[src/rtl/sound_sequencer.sv]
// Session controller for the sound recorder: sequences record/playback, arms the recorder,
// paces playback reads at the sample rate and shares the recorder read port with a host dump port.
module sound_sequencer #(
  parameter int SAMPLE_INTERVAL_CLK = 3000,
  parameter int MEMORY_SIZE         = 441000,
  parameter int ADDR_W              = 19,
  parameter int DATA_W              = 10
) (
  input  logic              clk,
  input  logic              reset_n_clk,
  input  logic              rec_req,
  input  logic              play_req,
  input  logic              stop_req,
  input  logic              dump_req,
  input  logic [ADDR_W-1:0] dump_addr,
  input  logic [ADDR_W-1:0] write_pointer,
  input  logic [DATA_W-1:0] read_data,
  output logic              rec_clear_n,
  output logic              record_n,
  output logic [ADDR_W-1:0] read_pointer,
  output logic [DATA_W-1:0] play_data,
  output logic              play_valid,
  output logic              dump_grant,
  output logic [DATA_W-1:0] dump_data,
  output logic              dump_valid,
  output logic [ADDR_W-1:0] rec_len,
  output logic [1:0]        state
);

  typedef enum logic [1:0] {
    ST_IDLE   = 2'd0,
    ST_RECORD = 2'd1,
    ST_PLAY   = 2'd2,
    ST_DUMP   = 2'd3
  } state_t;

  localparam int CNT_W = (SAMPLE_INTERVAL_CLK > 1) ? $clog2(SAMPLE_INTERVAL_CLK) : 1;
  localparam logic [CNT_W-1:0]  CNT_LAST = CNT_W'(SAMPLE_INTERVAL_CLK - 1);
  localparam logic [ADDR_W-1:0] MEM_FULL = ADDR_W'(MEMORY_SIZE);

  state_t              state_q, state_d;
  logic                rec_clear_n_q, rec_clear_n_d;
  logic                record_n_q, record_n_d;
  logic [ADDR_W-1:0]   read_pointer_q, read_pointer_d;
  logic [DATA_W-1:0]   play_data_q, play_data_d;
  logic                play_valid_q, play_valid_d;
  logic                dump_grant_q, dump_grant_d;
  logic [DATA_W-1:0]   dump_data_q, dump_data_d;
  logic                dump_valid_q, dump_valid_d;
  logic [ADDR_W-1:0]   rec_len_q, rec_len_d;
  logic [CNT_W-1:0]    cnt_q, cnt_d;

  always_ff @(posedge clk or negedge reset_n_clk) begin
    if (!reset_n_clk) begin
      state_q        <= ST_IDLE;
      rec_clear_n_q  <= 1'b1;
      record_n_q     <= 1'b1;
      read_pointer_q <= '0;
      play_data_q    <= '0;
      play_valid_q   <= 1'b0;
      dump_grant_q   <= 1'b0;
      dump_data_q    <= '0;
      dump_valid_q   <= 1'b0;
      rec_len_q      <= '0;
      cnt_q          <= '0;
    end else begin
      state_q        <= state_d;
      rec_clear_n_q  <= rec_clear_n_d;
      record_n_q     <= record_n_d;
      read_pointer_q <= read_pointer_d;
      play_data_q    <= play_data_d;
      play_valid_q   <= play_valid_d;
      dump_grant_q   <= dump_grant_d;
      dump_data_q    <= dump_data_d;
      dump_valid_q   <= dump_valid_d;
      rec_len_q      <= rec_len_d;
      cnt_q          <= cnt_d;
    end
  end

  always_comb begin
    state_d        = state_q;
    rec_clear_n_d  = 1'b1;
    record_n_d     = record_n_q;
    read_pointer_d = read_pointer_q;
    play_data_d    = play_data_q;
    play_valid_d   = 1'b0;
    dump_grant_d   = dump_grant_q;
    dump_data_d    = dump_data_q;
    dump_valid_d   = dump_valid_q;
    rec_len_d      = rec_len_q;
    cnt_d          = cnt_q;

    case (state_q)
      ST_IDLE: begin
        read_pointer_d = '0;
        cnt_d          = '0;
        record_n_d     = 1'b1;
        dump_grant_d   = 1'b0;
        dump_valid_d   = 1'b0;
        // A stop pulse outranks every other request and simply keeps us idle.
        if (!stop_req) begin
          if (rec_req) begin
            state_d       = ST_RECORD;
            rec_clear_n_d = 1'b0;
          end else if (play_req && (rec_len_q != '0)) begin
            state_d = ST_PLAY;
          end else if (dump_req) begin
            state_d      = ST_DUMP;
            dump_grant_d = 1'b1;
          end
        end
      end

      ST_RECORD: begin
        if (stop_req || (write_pointer == MEM_FULL)) begin
          state_d    = ST_IDLE;
          record_n_d = 1'b1;
          rec_len_d  = write_pointer;
        end else begin
          record_n_d = 1'b0;
        end
      end

      ST_PLAY: begin
        if (stop_req) begin
          state_d        = ST_IDLE;
          read_pointer_d = '0;
          cnt_d          = '0;
        end else if (cnt_q == CNT_LAST) begin
          play_data_d  = read_data;
          play_valid_d = 1'b1;
          cnt_d        = '0;
          // Leave as soon as the last recorded sample goes out so the pointer never passes rec_len.
          if ((read_pointer_q + ADDR_W'(1)) == rec_len_q) begin
            state_d        = ST_IDLE;
            read_pointer_d = '0;
          end else begin
            read_pointer_d = read_pointer_q + ADDR_W'(1);
          end
        end else begin
          cnt_d = cnt_q + CNT_W'(1);
        end
      end

      ST_DUMP: begin
        if (stop_req || !dump_req) begin
          state_d        = ST_IDLE;
          dump_grant_d   = 1'b0;
          dump_valid_d   = 1'b0;
          read_pointer_d = '0;
        end else begin
          read_pointer_d = dump_addr;
          dump_data_d    = read_data;
          dump_valid_d   = (read_pointer_q < rec_len_q);
        end
      end

      default: state_d = ST_IDLE;
    endcase
  end

  assign rec_clear_n  = rec_clear_n_q;
  assign record_n     = record_n_q;
  assign read_pointer = read_pointer_q;
  assign play_data    = play_data_q;
  assign play_valid   = play_valid_q;
  assign dump_grant   = dump_grant_q;
  assign dump_data    = dump_data_q;
  assign dump_valid   = dump_valid_q;
  assign rec_len      = rec_len_q;
  assign state        = state_q;

endmodule

[config.mk]
export PLATFORM = sky130hd
export DESIGN_NAME = sound_sequencer
export DESIGN_NICKNAME = d
export VERILOG_FILES = /design/src/rtl/sound_sequencer.sv
export SDC_FILE = /design/constraint.sdc
export NUM_CORES = 1
export LEC_CHECK = 0
export CORE_MARGIN = 1
export CORE_UTILIZATION = 28
export DETAILED_ROUTE_END_ITERATION = 16
export PLACE_DENSITY = 0.57
export REMOVE_ABC_BUFFERS = 1
export SLEW_MARGIN = 20
export SYNTH_ARGS = -nofsm -noshare
export SYNTH_HDL_FRONTEND = slang
export SYNTH_SLANG_ARGS = --single-unit
[constraint.sdc]
create_clock -name clk -period 3.95 [get_ports clk]
set_input_delay 0.79 -clock clk [delete_from_list [all_inputs] [get_ports clk]]
set_output_delay 0.79 -clock clk [all_outputs]
set_load 0.01 [all_outputs]
==> run_1/layer_met1.png <==
Scale: 3 px per um.
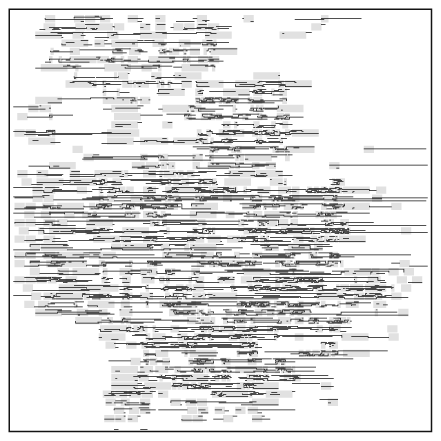
- nets with wire on the layer: 686
- longest straight run: 48.8 um
- share of all routed wire: 50%
- main direction: horizontal
routed wire length: 16,600 um
total via count in the routed design: 4,944
GR Layer Usage met1: 25.6%

==> run_1/layer_met2.png <==
Scale: 3 px per um.
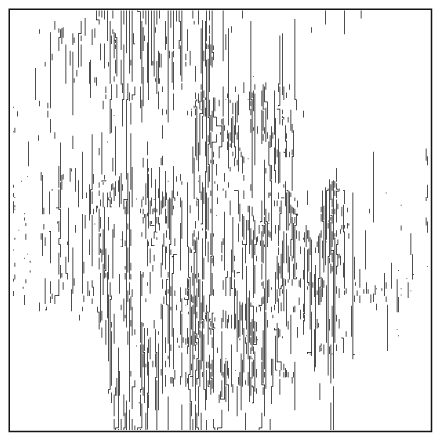
- nets with wire on the layer: 653
- wire length on this layer: 7,070 um
- share of all routed wire: 43%
- main direction: vertical
- longest straight run: 55.4 um
met2 global-route usage: 25.9%

==> impl_metrics.csv, run 1 <==
group,metric,value,unit
cells_and_area,stdcell_count,935,
final_timing,finalHoldViolCount,0,
clocking,tritoncts,"built",
cells_and_area,nets,777,
drt,drc,0,
job,warnings,30,
synth,ff_type,"dfrtp_1",
run_status,status,"finished, final reports clean",
synth,ys_sh_aoi,18.2,%
clocking,cts.htree.levels,3,
critical_path,crit_type,"flip-flop to flip-flop",
drt,drt-met1-wl,8350,um
cells_and_area,seq_share,27.5,%
clocking,post_cts_resize_count,0,
synth,synth-async-reset-ratio,100,%
synth,edf_count,0,
placement,place.detailed.hpwl,12200,um
synth,post-synth-top-area-cell,"dfrtp_1",
synth,ys_area,0.00535,mm2
synth,netlist_instances,597,
clocking,holdBufCountCts,0,
drt,final_antenna_net_count,0,
power,ir_worst_vdd,0.356,mV
min_path,min_from,"dump_data[4]",
critical_path,cp.buffers_inverters,0,
cells_and_area,diodes,0,
critical_path,critical_path_depth,8,
synth,syn_area_per_cell,8.97,um2
critical_path,startpoint,"read_pointer[0]",
synth,numSynthFlops,77,
synth,ys_seq_share,36.0,%
cells_and_area,layout_top_cells,"clkdlybuf4s50_1, dfrtp_1, nand2_1, a21oi_1, inv_1",
floorplanning,die_y,140,um
floorplanning,fp.coreArea,0.0187,mm2
cells_and_area,logic_gate_count,443,
final_timing,finalSetupTns,0,ns
synth,synth-xor-area-share,3.58,%
final_timing,drv_slew,0,
critical_path,regToRegSetupSlack,0.54,ns
critical_path,reg2reg_depth,8,
floorplanning,tap-cell-count,234,
critical_path,worstPathArrival,3.63,ns
power,leakage,2.93,nW
cells_and_area,ff_count,77,
power,comb_power_share,44.4,%
cells_and_area,utilization,37.5,%
critical_path,crit_chain,"ha_1 -> nand2_1 -> or4_1 -> xnor2_1 -> nor3_1 -> a41oi_4 -> a32oi_1 -> o221ai_1",
synth,common_cells,"dfrtp_1, nand2_1, a21oi_1, inv_1, nor2_1",
drt,post_drt_wl_per_cell,17.7,um
cells_and_area,largest_class,"combinational gates",
cells_and_area,buffers,129,
placement,io_buffers,118,
critical_path,cpPeakStageDelay,0.59,ns
placement,dp.cells,919,
power,comb_power,1.81,mW
final_timing,setup_slack,0.536,ns
floorplanning,die-area,0.0197,mm2
final_timing,rsz0062_at_grt,"no",
power,power_leader,"combinational cells",
clocking,cts_root_buffer,"clkbuf_16",
min_path,hold_end,"dump_data[4]",
drt,wl_met3,896,um
floorplanning,die_width,140,um
power,p_seq_share,32.5,%
global_route,grtUsageTotal,17.6,%
placement,gp_congestion,0.832,
clocking,cts_buffer_depth,2,
global_route,grt_pass1_wl,26800,um
placement,pre_cts_ws,0.580,ns
clocking,cts_setup_buffers,0,
final_timing,setup_violations,0,
synth,synth_cell_types,71,
synth,synth_area,0.00535,mm2
final_timing,post-route-min-period,3.41,ns
drt,drt-pass1-iter-count,5,
drt,highest_layer,"met4",
placement,placed_cell_area,0.00669,mm2
power,p_int,2.42,mW
critical_path,r2r_start,"read_pointer[0]",
power,switchingPower,1.65,mW
cells_and_area,seqCellArea,0.00193,mm2
cells_and_area,logic_area,0.00307,mm2
final_timing,fin_hold_ws,0.472,ns
clocking,clkLatencyLatePin,0.35,ns
drt,wl_met2,7070,um
cells_and_area,n_clock_buffer,9,
critical_path,r2r-end,"read_pointer[17]",
critical_path,end_kind,"flip-flop",
synth,mux_area_share,6.47,%
cells_and_area,clk_share,4.71,%
final_timing,fmax,293,MHz
synth,top_cell_area_share,35.1,%
cells_and_area,inv_count,36,
min_path,hold_depth,2,
critical_path,crit_end,"read_pointer[17]",
critical_path,required,4.17,ns
cells_and_area,lay_top_count,"clkdlybuf4s50_1",
floorplanning,top_level_ports,119,
cells_and_area,fin_area,0.00702,mm2
cells_and_area,nFillCells,1911,
global_route,grt_antenna_before_repair,0,
drt,drtIter0Drc,368,
power,power,4.07,mW
critical_path,cp_top_family,"simple AND/OR/NAND/NOR gates",
global_route,grt_busiest_layer,"met2",
global_route,grt_pass1_vias,4776,
power,power.share.clock,23.0,%
cells_and_area,comb_area_share,43.8,%
synth,yosysMostFrequentCell,"dfrtp_1",
synth,ys_cells,597,
synth,ys_sh_simple,22.8,%
clocking,cts.reportedPaths.clkPinSlew,0.07,ns
critical_path,startpoint_type,"flip-flop",
cells_and_area,drive_above_1_share,11.1,%
synth,yosys.area_share.adder,6.31,%
final_timing,tightestPinTransition,0.846,ns
floorplanning,initial_utilization,28.6,%
min_path,min_path_type,"flip-flop to flip-flop",
final_timing,relSlewSlack,43.4,%
==> run_1/layer_met3.png <==
Scale: 2 px per um.
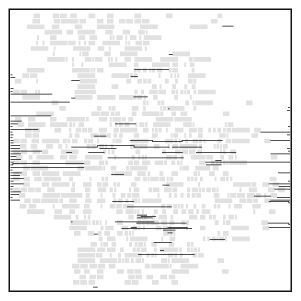
- nets with wire on the layer: 87
- longest straight run: 42.1 um

==> run_1/layer_met4.png <==
Scale: 2 px per um.
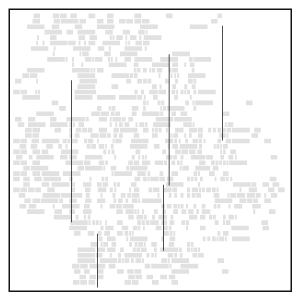
- share of all routed wire: 1.5%
- main direction: vertical

--- run 2 (diff from run 1) ---
- CORE_MARGIN: 1 -> not set
- GPL_TIMING_DRIVEN: not set -> 0
==> run_2/layer_met3.png <==
Scale: 2 px per um.
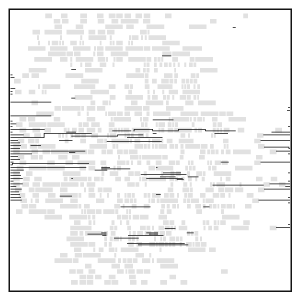
- main direction: horizontal
- longest straight run: 38.2 um
- share of all routed wire: 5.4%
- wire length on this layer: 894 um
- nets with wire on the layer: 88

==> run 2 against run 1 <==
  * Clock power is 2.7% higher
  * Count of clock-buffer cells in the layout increased by 3
  * Area after synthesis did not move
  * Via count decreased by 0.65%
  * Routed wire length shrank 0.42%
  * First-iteration DRC count shrank 2.7%
  * Global-route usage decreased by 0.66 points
  * Fmax is 7.4% lower
  * Cell count is 0.86% lower
  * Critical path depth is the same
  * Hold slack worse by 0.11 ns
  * Largest cell class unchanged
==> impl_metrics.csv, run 2 <==
group,metric,value,unit
run_status,status,"finished, final reports clean",
cells_and_area,drive_above_1_share,11.0,%
synth,ys_cells,597,
cells_and_area,fin_area,0.00702,mm2
clocking,cts_buffer_depth,2,
cells_and_area,ff_count,77,
power,comb_power,1.79,mW
synth,netlist_instances,597,
synth,yosys_warnings,0,
synth,post-synth-top-area-cell,"dfrtp_1",
clocking,cts.htree.levels,3,
cells_and_area,nets,769,
critical_path,critical_path_depth,8,
synth,edf_count,0,
critical_path,crit_type,"flip-flop to flip-flop",
cells_and_area,nFillCells,1897,
final_timing,post-route-min-period,3.69,ns
placement,placed_cell_area,0.00668,mm2
power,power,4.08,mW
job,cap_viol_max_count,0,
synth,numSynthFlops,77,
drt,final_antenna_net_count,0,
global_route,grt_pass1_wl,25900,um
synth,common_cells,"dfrtp_1, nand2_1, a21oi_1, inv_1, nor2_1",
critical_path,startpoint_type,"flip-flop",
cells_and_area,seqCellArea,0.00193,mm2
floorplanning,initial_utilization,28.6,%
power,comb_power_share,43.8,%
critical_path,regToRegSetupSlack,0.26,ns
floorplanning,fp.coreArea,0.0187,mm2
cells_and_area,layout_top_cells,"clkdlybuf4s50_1, dfrtp_1, nand2_1, a21oi_1, inv_1",
placement,dp.cells,911,
global_route,grt_overflow,0,
synth,synth-xor-area-share,3.58,%
clocking,cts_setup_buffers,0,
cells_and_area,largest_class,"combinational gates",
global_route,grt_antenna_before_repair,0,
critical_path,crit_chain,"ha_1 -> nand2_1 -> or4_1 -> xnor2_1 -> nor3_1 -> a41oi_4 -> a32oi_1 -> o221ai_1",
global_route,met2_usage,25.3,%
cells_and_area,clk_share,4.90,%
floorplanning,die-area,0.0197,mm2
floorplanning,tap-cell-count,234,
global_route,grtUsageTotal,16.9,%
synth,synth_area,0.00535,mm2
placement,io_buffers,118,
critical_path,end_kind,"flip-flop",
cells_and_area,seq_share,27.5,%
clocking,cts.reportedPaths.clkPinSlew,0.07,ns
critical_path,cp_top_family,"simple AND/OR/NAND/NOR gates",
synth,syn_area_per_cell,8.97,um2
power,leakage,2.93,nW
cells_and_area,inv_count,36,
placement,gp_congestion,0.791,
power,power.share.clock,23.6,%
final_timing,drv_slew,0,
power,power_switching_share,39.6,%
critical_path,cp.buffers_inverters,0,
drt,wl_met2,7220,um
synth,mux_area_share,6.47,%
floorplanning,die_width,140,um
power,power_leader,"combinational cells",
synth,ys_seq_share,36.0,%
clocking,clkLatencyLatePin,0.35,ns
critical_path,cpPeakStageDelay,0.61,ns
synth,yosys.area_share.adder,6.31,%
final_timing,finalSetupTns,0,ns
synth,yosysMostFrequentCell,"dfrtp_1",
cells_and_area,utilization,37.6,%
final_timing,setup_slack,0.264,ns
drt,highest_layer,"met4",
global_route,grt_busiest_layer,"met2",
critical_path,crit_end,"read_pointer[12]",
final_timing,relSlewSlack,39.1,%
final_timing,fmax,271,MHz
drt,wl_met3,893,um
critical_path,reg2reg_depth,8,
power,p_seq_share,32.7,%
cells_and_area,stdcell_count,927,
global_route,grt.met1_usage,24.7,%
final_timing,fin_hold_ws,0.367,ns
synth,ys_sh_simple,22.8,%
final_timing,setup_violations,0,
cells_and_area,lay_top_count,"clkdlybuf4s50_1",
synth,top_cell_area_share,35.1,%
final_timing,tightestPinTransition,0.913,ns
power,ir_worst_vdd,0.319,mV
job,warnings,30,
critical_path,worstPathArrival,3.89,ns
drt,post_drt_wl_per_cell,17.8,um
floorplanning,die_y,140,um
placement,place.detailed.hpwl,12000,um
synth,synth_cell_types,71,
drt,drt-pass1-iter-count,5,
floorplanning,top_level_ports,119,
synth,ys_sh_aoi,18.2,%
final_timing,finalHoldViolCount,0,
cells_and_area,logic_gate_count,443,
critical_path,startpoint,"read_pointer[0]",
final_timing,clock_skew,0.00845,ns
cells_and_area,n_clock_buffer,12,
drt,drtIter0Drc,358,
synth,ff_type,"dfrtp_1",
cells_and_area,diodes,0,
clocking,cts_root_buffer,"clkbuf_16",
power,p_int,2.46,mW
drt,drc,0,
cells_and_area,comb_area_share,44.1,%
synth,synth-async-reset-ratio,100,%
drt,drt-met1-wl,8210,um
placement,pre_cts_ws,-0.421,ns
critical_path,r2r_start,"read_pointer[0]",
global_route,grt_pass1_vias,4523,
clocking,holdBufCountCts,0,
==> run_2/layer_met4.png <==
Scale: 2 px per um.
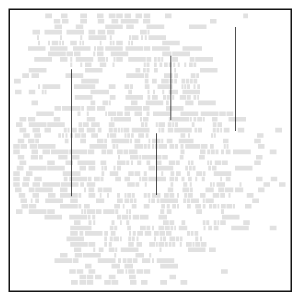
- share of all routed wire: 1.1%
- longest straight run: 63.2 um
- wire length on this layer: 178 um
routed wire length: 16,500 um
total via count in the routed design: 4,912

Power is estimated from default activity; no workload was simulated.
